==> config.mk <==
export PLATFORM = sky130hd
export DESIGN_NAME = fb_write_arbiter
export DESIGN_NICKNAME = d
export VERILOG_FILES = /design/src/rtl/fb_pkg.sv /design/src/rtl/fb_write_arbiter_rr_arbiter.sv /design/src/rtl/fb_write_arbiter.sv
export SDC_FILE = /design/constraint.sdc
export NUM_CORES = 1
export LEC_CHECK = 0
export ABC_CLOCK_PERIOD_IN_PS = 5300
export CAP_MARGIN = 40
export CORE_ASPECT_RATIO = 1.4
export CORE_MARGIN = 3
export CORE_UTILIZATION = 38
export CTS_CLUSTER_DIAMETER = 150
export DETAILED_ROUTE_END_ITERATION = 10
export GPL_ROUTABILITY_DRIVEN = 1
export GPL_TIMING_DRIVEN = 0
export PLACE_DENSITY = 0.69
export SYNTH_ARGS = -nofsm -noshare
export SYNTH_HDL_FRONTEND = slang
export SYNTH_SLANG_ARGS = --single-unit
==> constraint.sdc <==
create_clock -name clk -period 5.3 [get_ports clk]
set_input_delay 1.06 -clock clk [delete_from_list [all_inputs] [get_ports clk]]
set_output_delay 1.06 -clock clk [all_outputs]
set_load 0.02 [all_outputs]
Fig. 1: signal wires on met2
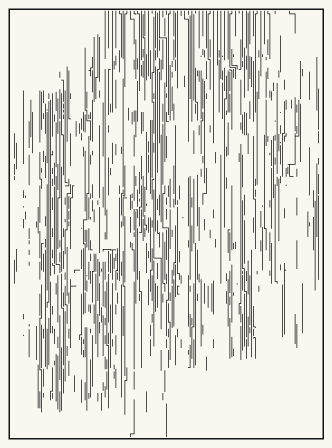
share of all routed wire = 56%
wire length on this layer = 5,200 um
nets with wire on the layer = 443
longest straight run = 51.0 um
main direction = vertical
met2 Use GR: 0.413
via count: 2,916
total routed wirelength: 9.29 mm

Fig. 2: gate families picked out
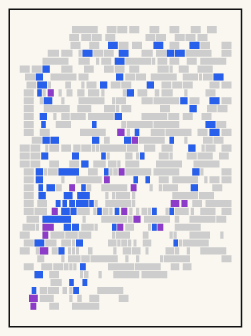
blue -> aoi and oai cells  # cells 79
purple -> and/or cells  # cells 19
Commonest Layout Cell: clkdlybuf4s50_1
Comb area share: 0.412
Post-Layout Cell Count: 512

Fig. 3: M3 wires
Scale bar: 20 um. Cells faint in the background.
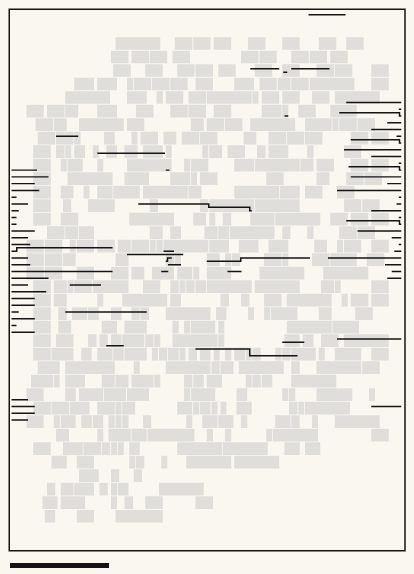
wire length on this layer = 458 um
longest straight run = 20.0 um
nets with wire on the layer = 74
grt met3 use: 0.0430

==> run_results.csv <==
group,metric,value,unit
logic_synthesis,yosysMostFrequentCell,"dfrtp_1",
finish,clock_area_frac,0.0226,
floorplanning,dieArea,0.00863,mm2
detailed_routing,drc_errors,0,
finish,largest_cell_class,"multi-input combinational cells",
sta,fin_crit,5.12,ns
setup_path,slowest_stage,"clkdlybuf4s50_1",
finish,regArea,0.00105,mm2
finish,comb_cells,232,
logic_synthesis,synth.cellmix.compoundShare,0.237,
detailed_routing,wl_per_cell,18.1,um
logic_synthesis,ys_top_cells_by_count,"dfrtp_1, nand2_1, a22oi_1",
logic_synthesis,fa_ha_area_frac,0.0393,
setup_path,crit_top_cell,"clkdlybuf4s50_1",
status,status,"finished clean",
sta,post-route-period-util,0.967,
logic_synthesis,synthesis.nets,395,
logic_synthesis,ys_types,48,
clocking,cts-root-buf,"clkbuf_8",
power,power_density,307,mW/mm2
logic_synthesis,synth.ff_latch_count,42,
finish,fillers,649,
finish,buffer_area_frac,0.276,
setup_path,setup.worst_path.start_class,"input port",
detailed_routing,post_drt_via_cell_ratio,5.70,
setup_path,required,4.24,ns
sta,finalWorstSetupSlack,0.177,ns
sta,max_freq,195,MHz
power,p_leak,1.74,nW
placement,io_buffers,107,
logic_synthesis,edf_count,0,
job,warnings,33,
floorplanning,rows,36,
setup_path,cp.arrival,4.06,ns
-- metal layers --
layer,routed length (um),vias to the layer above,track usage
met1,3530,1438,0.238
met2,5200,95,0.413
met3,458,9,0.0430
met5,0,-,0
met4,106,0,0.0516
li1,-,1374,-
-- per-stage QoR --
stage                      util  cells  TNS [ns]  hold slack (ns)  cell area [um2]
after floorplan               -    304         0            0.482             2870
after global placement    0.566    506    -0.771            0.487             4060
after detailed placement  0.569    507     -1.07            0.494             4080
after CTS                 0.585    512         0            0.512             4190
after global routing      0.589    512         0            0.525             4220
final                     0.589    512         0            0.511             4220
-- timing repair --
item	CTS	global route
resized	7	8
pin swaps	0	0
endpoints found under the setup margin	4	4
Power and IR drop assume default switching activity.
